**Run 1: gate families picked out**

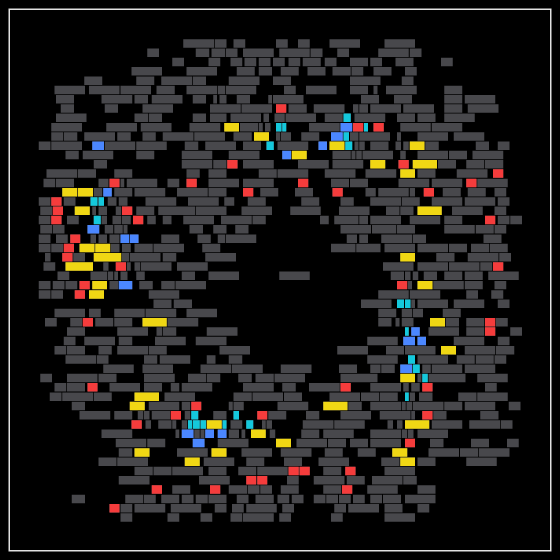
**Run 1: where the registers sit**

Scale bar: 50 µm. Other sequential cells in the stronger grey, the rest of the logic in the fainter grey.
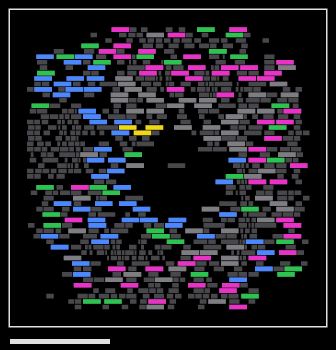
**Run 1: signal wires on met2**

Scale bar: 50 µm.
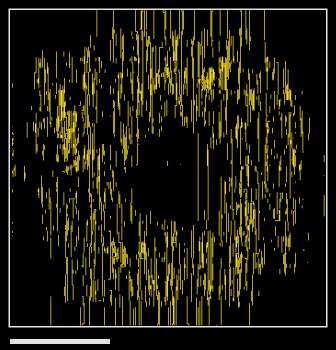
**Run 1: routing congestion**

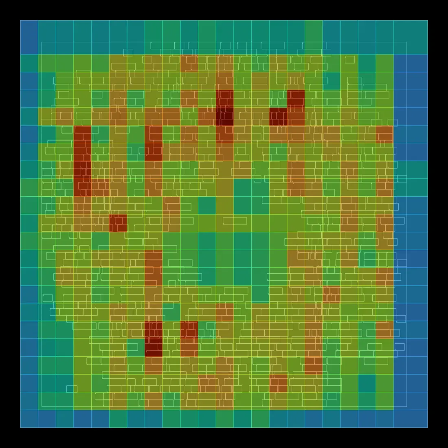
==> config.mk <==
export PLATFORM = sky130hd
export DESIGN_NAME = adder_pipe
export DESIGN_NICKNAME = d
export VERILOG_FILES = /design/src/rtl/adder_pipe_pkg.sv /design/src/rtl/adder_pipe_segment.sv /design/src/rtl/adder_pipe.sv
export SDC_FILE = /design/constraint.sdc
export NUM_CORES = 1
export LEC_CHECK = 0
export CORE_MARGIN = 8
export CORE_UTILIZATION = 45
export CTS_CLUSTER_SIZE = 8
export DETAILED_ROUTE_END_ITERATION = 12
export HOLD_SLACK_MARGIN = 0.05
export PLACE_DENSITY = 0.66
export SYNTH_ARGS = -nofsm -noshare
export SYNTH_HDL_FRONTEND = slang
export SYNTH_HIERARCHICAL = 1
export SYNTH_SLANG_ARGS = --single-unit
==> constraint.sdc <==
create_clock -name clk -period 2.95 [get_ports clk]
set_clock_uncertainty 0.15 [all_clocks]
set_input_delay 0.885 -clock clk [delete_from_list [all_inputs] [get_ports clk]]
set_output_delay 0.885 -clock clk [all_outputs]
set_load 0.01 [all_outputs]
==> impl_metrics.ini <==
; flow metrics
[logic_synthesis]
ys_top_cells_by_area = dfrtp_1, mux2_4, mux2_2, ha_1, xor2_1
yosysTopAreaCellShare_pct = 51.3
ys_warn_count = 6
yosys.cell_count.top_type = dfrtp_1
syn_nets = 704
ff_type = dfrtp_1
yosys_area_mm2 = 0.00908
numSynthFlops = 186
top_cells_by_count = dfrtp_1, mux2_4, mux2_2
synth-seq-area-share_pct = 51.3
syn_area_mm2 = 0.00908
synth.distinct_cells = 33
edf_count = 0
syn_avg_cell_area_um2 = 15.2
ys_cells = 599
synth_cells = 599

[die]
io_pins = 105
fp_util_pct = 45.3
die.size.y_um = 158
rows = 52
die_w_um = 158
chipArea_mm2 = 0.0250
coreArea_mm2 = 0.0200

[cts]
clock.latency.late_pin_ns = 0.42
h-tree-depth = 4
cts_root_buf = clkbuf_16
cts_max_path_buffers = 2
cts_tree = done
cts_buffers = 17
cts.sinks = 186
clk_pin_slew_worst_paths_ns = 0.07

[detailed_routing]
drc_errors = 0
post_drt_via_cell_ratio = 5.02
drtIter0Drc = 235
ant_nets = 0
routed-via-count = 5018

[worst_hold_path]
hold_path.class = input port to async pin

[critical_path]
crit_path_max_incr_delay_ns = 0.45
worstSetupPathDepth = 3
startpoint_type = input port
r2r_setup_slack_ns = 0.49
critPathArrivalTime_ns = 1.82
worstSetupPathType = input port to primary output
worst_setup_path_end_kind = primary output
worstPathMaxFanout = 2
reg2regPathDepth = 7
crit_chain = clkdlybuf4s50_1, nand2b_4, dlygate4sd2_1
critical_path_required_ns = 1.92
critical-path-top-delay-family = buffers and inverters
cp_slowest_cell = clkdlybuf4s50_1

[final_timing]
relSlewSlack_pct = 54.5
setup_tns_ns = 0
rsz0062_at_grt = false
fmax_mhz = 350
setup_slack_ns = 0.0961
worstMarginPinSlew_ns = 0.683
fin_crit_ns = 2.85
finalHoldViolations = 0
setup_viol = 0
slew_viol_final = 0
period_used_pct = 96.7

[cells_and_area]
antenna_cells = 0
n_fill_cell = 1665
final_nets = 822
areaGrowthSynthToFinish_pct = 21.7

[place]
numPortBuffers = 104
place_congestion = 0.839

[status]
status = completed

[global_route]
grt_max_degree = 75
grt_pass1_wl_mm = 28.4
grt_overflow = 0
antenna_found_initial = 0
grt_pass1_vias = 5596

[power_and_ir_drop]
leakage_uw = 0.00510
p_per_area_mw_per_mm2 = 1100
ir_drop_uv = 524

[job]
drv_cap = 0
About 'gate families picked out':
| colour | family | cells |
|---|---|---|
| yellow | adder and majority cells | 36 |
| red | XOR/XNOR gates | 48 |
| cyan | NOR gates | 24 |
| blue | AND-OR and OR-AND gates | 18 |
fin cells: 1,000
Comb area share: 37.7%

About 'where the registers sit':
| colour | signal | sequential cells |
|---|---|---|
| green | dst | 32 |
| magenta | aReg | 49 |
| blue | gSeg.prevSum | 48 |
| yellow | validReg | 3 |
sequential cell area share: 42.1%
Storage cell area: 0.00465 mm²
Flop+latch power: 4430 µW
fin util: 55.2%

About 'signal wires on met2':
nets with wire on the layer: 761
share of all routed wire: 47%
Post-Route WL: 16.8 mm
met2 usage: 22.7%

About 'routing congestion':
routed len/inst: 16.8 µm
Tot GR Track Use: 14.3%

-- run 1: layout by cell type, fill, tap and decap left out, types with 12 or more instances in the layout --
cell type and n:
xor2_1 40, clkbuf_16 17, a21oi_1 18, nand2_1 12, dfrtp_1 186, ha_1 28
buf_4 16, mux2_2 57, clkdlybuf4s50_1 101, mux2_4 128
-- run 1: worst reg2reg max path: stages (launching register included) --
cell     delay (ns)
dfrtp_1        0.41
fa_1           0.48
fa_1           0.42
a21oi_1        0.23
nor2_1         0.08
nor2_1         0.16
o21ai_0        0.13
mux2_2         0.28
-- run 1: through the flow --
step | cell area [µm²] | total power [µW] | hold WS [ns] | std cells
6_report | 11100 | 12200 | 0.298 | 1000
3_3_place_gp | 10400 | 9680 | 0.304 | 968
3_5_place_dp | 10400 | 9870 | 0.320 | 968
4_1_cts | 11100 | 12300 | 0.312 | 1000
5_1_grt | 11100 | 13000 | 0.338 | 1000
2_1_floorplan | 9100 | 8420 | 0.280 | 599
-- run 1: timing repair --
action                                  4_1_cts  5_1_grt
endpoints found under the hold margin         0        0
endpoints found under the setup margin        1        0
gates resized                                 1        0
setup buffers                                 0        0
hold buffers                                  0        0
-- run 1: layout make-up --
| type | instances | area, µm² | area share, % |
|---|---|---|---|
| Sequential cell | 186 | 4650 | 42.1 |
| Multi-Input combinational cell | 376 | 4170 | 37.7 |
| Timing Repair Buffer | 124 | 1240 | 11.2 |
| Clock buffer | 19 | 443 | 4.01 |
| Tap cell | 270 | 338 | 3.06 |
| Clock inverter | 13 | 165 | 1.49 |
| Inverter | 12 | 45.0 | 0.408 |
-- run 1: power by group --
part	internal, µW	switching (µW)
Sequential	3720	711
Combinational	3290	2100
Clock	1370	1000
-- run 1: cells by family (layout without fill, tap and decap cells) --
kind of cell	Yosys count	after routing	share of synthesized area, %
buffers and inverters	37	168	2.98
and+or+nand+nor	50	50	2.76
muxes	188	188	28.6
DFF	186	186	51.3
AOI/OAI and AO/OA	54	54	4.18
xor gates and xnor gates	48	48	4.63
adders and majority gates	36	36	5.62
-- run 1: layer usage --
metal | wire length (µm) | GRT usage, %
met3 | 795 | 3.79
met5 | 0 | 0
met4 | 317 | 5.84
met1 | 7760 | 18.1
met2 | 7930 | 22.7
Power and IR drop assume default switching activity.
